**src/rtl/mux_arbiter_8x1_4b.sv**
```systemverilog
// 8-requester round-robin arbiter with a 4-bit shared-bus data mux and bounded grant tenure.
// Latency: request sampled at edge t, grant visible after t+1, first valid data after t+2.
// No backpressure: requesters hold req until served; a grant is kept at most MAX_HOLD cycles under contention.
module mux_arbiter_8x1_4b #(
  parameter int unsigned MAX_HOLD = 4  // legal range 1..15; the hold counter is 4 bits wide
) (
  input  logic       clk,
  input  logic       rst_n,
  input  logic [7:0] req,
  input  logic [3:0] i0,
  input  logic [3:0] i1,
  input  logic [3:0] i2,
  input  logic [3:0] i3,
  input  logic [3:0] i4,
  input  logic [3:0] i5,
  input  logic [3:0] i6,
  input  logic [3:0] i7,
  output logic [7:0] gnt,
  output logic [2:0] s,
  output logic [3:0] out,
  output logic       valid
);

  typedef enum logic {
    IDLE = 1'b0,
    BUSY = 1'b1
  } state_t;

  localparam logic [3:0] HOLD_MAX = 4'(MAX_HOLD);

  state_t     state;
  logic [3:0] count;
  logic [2:0] last;

  logic [3:0] din [8];
  logic [7:0] cand;
  logic [2:0] pick;
  logic       pick_vld;
  logic       own_req;

  assign din[0] = i0;
  assign din[1] = i1;
  assign din[2] = i2;
  assign din[3] = i3;
  assign din[4] = i4;
  assign din[5] = i5;
  assign din[6] = i6;
  assign din[7] = i7;

  assign own_req = req[s];

  // Round-robin search starting one past the last winner; while busy the current owner is excluded
  // so a hand-off always goes to somebody else.
  always_comb begin
    cand     = (state == BUSY) ? (req & ~(8'b1 << s)) : req;
    pick     = last;
    pick_vld = 1'b0;
    // Walk offsets from farthest to nearest so the nearest set bit wins.
    for (int off = 8; off >= 1; off--) begin
      if (cand[last + 3'(off)]) begin
        pick     = last + 3'(off);
        pick_vld = 1'b1;
      end
    end
  end

  // Arbitration state, grant/select registers and registered data path.
  always_ff @(posedge clk or negedge rst_n) begin
    if (!rst_n) begin
      state <= IDLE;
      gnt   <= 8'h00;
      s     <= 3'd0;
      out   <= 4'h0;
      valid <= 1'b0;
      count <= 4'd0;
      last  <= 3'd7;
    end else begin
      unique case (state)
        IDLE: begin
          valid <= 1'b0;
          if (pick_vld) begin
            state <= BUSY;
            gnt   <= 8'b1 << pick;
            s     <= pick;
            last  <= pick;
            count <= 4'd1;
          end
        end
        BUSY: begin
          // Data moves only while the owner still asserts its request; otherwise out holds.
          if (own_req) begin
            out   <= din[s];
            valid <= 1'b1;
          end else begin
            valid <= 1'b0;
          end

          if (own_req && (count < HOLD_MAX)) begin
            count <= count + 4'd1;
          end else if (pick_vld) begin
            // Tenure expired with contention, or owner dropped with others pending: direct hand-off.
            gnt   <= 8'b1 << pick;
            s     <= pick;
            last  <= pick;
            count <= 4'd1;
          end else if (own_req) begin
            // Tenure expired but nobody else wants the bus: restart the tenure window.
            count <= 4'd1;
          end else begin
            // Nobody is requesting: release the bus, s keeps pointing at the previous owner.
            state <= IDLE;
            gnt   <= 8'h00;
            count <= 4'd0;
          end
        end
        default: begin
          state <= IDLE;
          gnt   <= 8'h00;
          valid <= 1'b0;
          count <= 4'd0;
        end
      endcase
    end
  end

endmodule
```
**config.mk**
```make
export PLATFORM = sky130hd
export DESIGN_NAME = mux_arbiter_8x1_4b
export DESIGN_NICKNAME = d
export VERILOG_FILES = /design/src/rtl/mux_arbiter_8x1_4b.sv
export SDC_FILE = /design/constraint.sdc
export NUM_CORES = 1
export LEC_CHECK = 0
export CAP_MARGIN = 20
export CORE_MARGIN = 10
export CORE_UTILIZATION = 35
export CTS_CLUSTER_SIZE = 14
export DETAILED_ROUTE_END_ITERATION = 12
export PLACE_DENSITY = 0.62
export SYNTH_ARGS = -nofsm -noshare
export SYNTH_HDL_FRONTEND = slang
export SYNTH_SLANG_ARGS = --single-unit
```
**constraint.sdc**
```tcl
create_clock -name clk -period 9.4 [get_ports clk]
set_clock_uncertainty 0.05 [all_clocks]
set_input_delay 1.88 -clock clk [delete_from_list [all_inputs] [get_ports clk]]
set_output_delay 1.88 -clock clk [all_outputs]
set_load 0.01 [all_outputs]
```
==> flow_summary.toml <==
# flow metrics
[floorplan]
die_area_sq_um = 10650
initial_utilization_pct = 35.85
io-pin-count = 58
num_rows = 30

[route]
dr.first_iter.drc_count = 198
vias = 2227
routed_wl_um = 7398
avgRoutedWirePerCell_um = 20.05
viasPerCell = 6.035
firstDrtPassIters = 5
postRouteAntennaNets = 0

[final_layout]
fillerInstances = 649
syn_to_final_growth_pct = 26.76
drive_above_1_share_pct = 16.61
diodes = 0
comb_area_sq_um = 1667

[yosys]
ys_sh_xor_pct = 3.254
yosysWarnings = 0
async_flop_share_pct = 100.0
edf_count = 0
synth-seq-cells = 24
yosys-top-cells-count = "dfrtp_1 (21), nand2_1 (21), mux4_2 (17)"
ff_type = "dfrtp_1"
topCombFamilyByArea = "multiplexers"
area_leaders = "dfrtp_1 (22%), mux4_2 (16%), mux2_2 (6.0%)"
ys_sh_mux_pct = 25.15
synth_top_area_share_pct = 21.69
synth_top_cell_by_area = "dfrtp_1"
ys_sh_adder_pct = 1.550
aoi_share_pct = 24.74
ys_area_sq_um = 2422
yosys_cells = 244
synthesis.area_sq_um = 2422
syn_avg_cell_area_sq_um = 9.928
fp_nets = 289
synth_cell_type_count = 58
synth_seq_share_pct = 24.95

[cts]
cts_resized = 0
htreeDepth = 1
hold_buffers = 0
clk_pin_slew_ns = 0.10
cts_buffers = 3
root_buffer = "clkbuf_8"
cts_setup_buffers = 0
clock_sinks = 24
cts_buffer_depth = 2
cts_tree = "yes"

[sta]
fin_crit_ns = 4.646
slew_viol_final = 0
finalHoldWorstSlack_ns = 0.4578
tightest_slew_ns = 0.8779
post-route-period-util_pct = 49.43
setup_viol = 0
slew_headroom_pct = 41.12
hold_viol = 0
rsz0062_at_grt = "no"
final.setup.tns_ns = 0
fmax_mhz = 215.2

[setup_path]
worstSetupPathDepth = 9
critPathSlowestCell = "dfstp_2"
cpPeakStageDelay_ns = 0.84
path_max_fanout = 17
worstSetupEndpointType = "flop"
rr_worst_depth = 9
required_ns = 9.52
worstPathArrival_ns = 4.76
r2r_slack_ns = 4.75
rr_endpoint = "gnt[6]"
cp.buffers_inverters = 1
cp_top_family = "AND-OR/OR-AND gates"
r2r_start = "last[0]"

[global_route]
busiest_layer = "met2"
met2_usage_pct = 21.94
antenna_found_initial = 0
grt_usage_pct = 14.17
grt_start_max_net_pins = 27
grt_pass1_wl_um = 11990
met3_usage_pct = 2.990
globalRouteMet1Util_pct = 20.04
overflow = 0
grt_pass1_vias = 2211

[min_path]
whs_path_depth = 1
min_from = "count[3]"
hp-class = "flop to flop"

[run]
warning_count = 27
drv_cap = 0

[outcome]
status = "complete, no violations"

[placed_design]
numPortBuffers = 57
gp_congestion = 0.9067
-- layout make-up --
class	count	area share, %
inverter	6	0.7335
timing repair buffer	59	19.72
clock buffer	3	1.345
tap	80	3.260
multi-input combinational	196	54.28
clock inverter	1	0.9780
sequential	24	19.68
-- registers in the layout (all words and copies together) (netlist names) --
signal / flops
count: 4
gnt: 8
last: 3
out: 4
s: 3
state: 1
valid: 1
-- placed cells by master, fill, tap and decap left out, types with 3 or more instances in the layout --
cell / instances
clkdlybuf4s50_1: 57
nand2_1: 21
dfrtp_1: 21
mux4_2: 17
nor2_1: 16
o21ai_0: 14
mux2_2: 13
nand3_1: 12
mux2i_1: 8
o41ai_1: 8
a21boi_0: 6
o211ai_1: 6
a211oi_1: 5
a31oi_1: 5
nor3_1: 4
clkinv_1: 3
xor2_1: 3
and2_1: 3
a21oi_1: 3
o21ai_1: 3
nand3b_1: 3
o211a_1: 3
o22ai_1: 3
a211o_1: 3
a22o_1: 3
ha_1: 3
clkbuf_8: 3
dfstp_2: 3
-- routing by layer --
metal  vias to the layer above  part of all wire, %  wire (um)
li1                       1051                    -          -
met2                        66                   48       3537
met5                         -                    0          0
met1                      1106                   45       3330
met3                         4                  6.7        495
met4                         0                 0.47         35
-- per-stage QoR --
| step | cell area [sq um] | setup WS (ns) | util, % | std cells |
|---|---|---|---|---|
| floorplan | 2422 | 5.491 | - | 244 |
| global placement | 2972 | 4.771 | 43.98 | 364 |
| detailed placement | 2999 | 4.702 | 44.39 | 365 |
| CTS | 3070 | 4.764 | 45.44 | 369 |
| global route | 3070 | 4.346 | 45.44 | 369 |
| finish | 3070 | 4.754 | 45.44 | 369 |
-- worst max-delay path by stage --
| stage | end | slack, ns |
|---|---|---|
| 6_report | gnt[6] | 4.75 |
| 2_1_floorplan | gnt[0] | 5.49 |
| 5_1_grt | gnt[2] | 4.35 |
| 3_5_place_dp | gnt[2] | 4.70 |
| 4_1_cts | gnt[2] | 4.76 |
| 3_3_place_gp | gnt[6] | 4.77 |
-- cells by family after synthesis --
kind of cell               after synthesis
DFF                                     24
AOI/OAI and AO/OA                       79
xor gates and xnor gates                 6
and+or+nand+nor                         70
adders and majority gates                3
muxes                                   38
buffers and inverters                   24
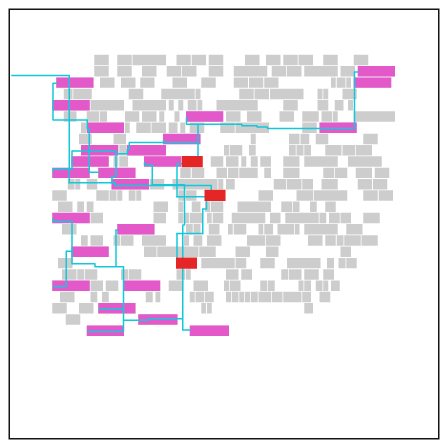
(clock network drawn from the DEF)
Key: clock wires = cyan [length 424 um]; clock-net drivers = red [count 3]; flip-flops = magenta [count 24]
There are 4 routed clock nets.
clk latency late pin: 0.28 ns

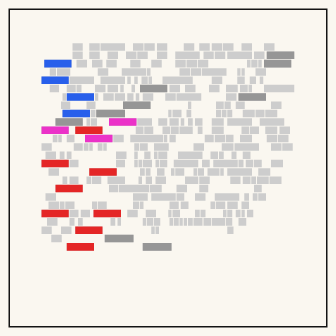
(where the registers sit)
Other sequential cells in the stronger gray, the rest of the logic in the fainter gray.
Key: s = magenta [sequential cells 3]; gnt = red [sequential cells 8, where middle left]; count = blue [sequential cells 4, where upper left]
Another 9 sequential cells are not colored.
Seq area share: 19.68%
Reg area: 604.3 sq um
Core Util, Final: 45.44%

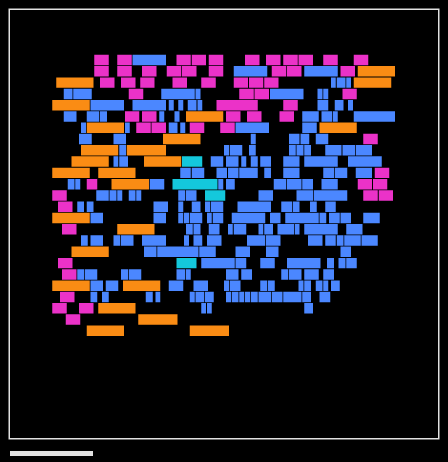
(cells colored by class)
The bar under the picture is 20 um long.
Key: registers = orange [cells 24]; remaining logic cells = blue [cells 202]; clock drivers and dummy loads = cyan [cells 4]; remaining buffers and delay cells = magenta [cells 59]
design area: 3070 sq um
Core Area: 6756 sq um

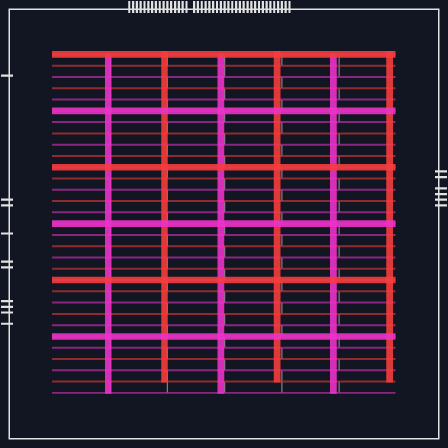
(floorplan with the power grid)
Pins as bars on the die edge. Tap cells in gray.
Key: VSS = magenta; VDD = red
80 tap cells. 58 signal pins sit on the boundary. 6 straps on met5. 6 straps on met4.
die height: 103.2 um
Die Wd: 103.2 um

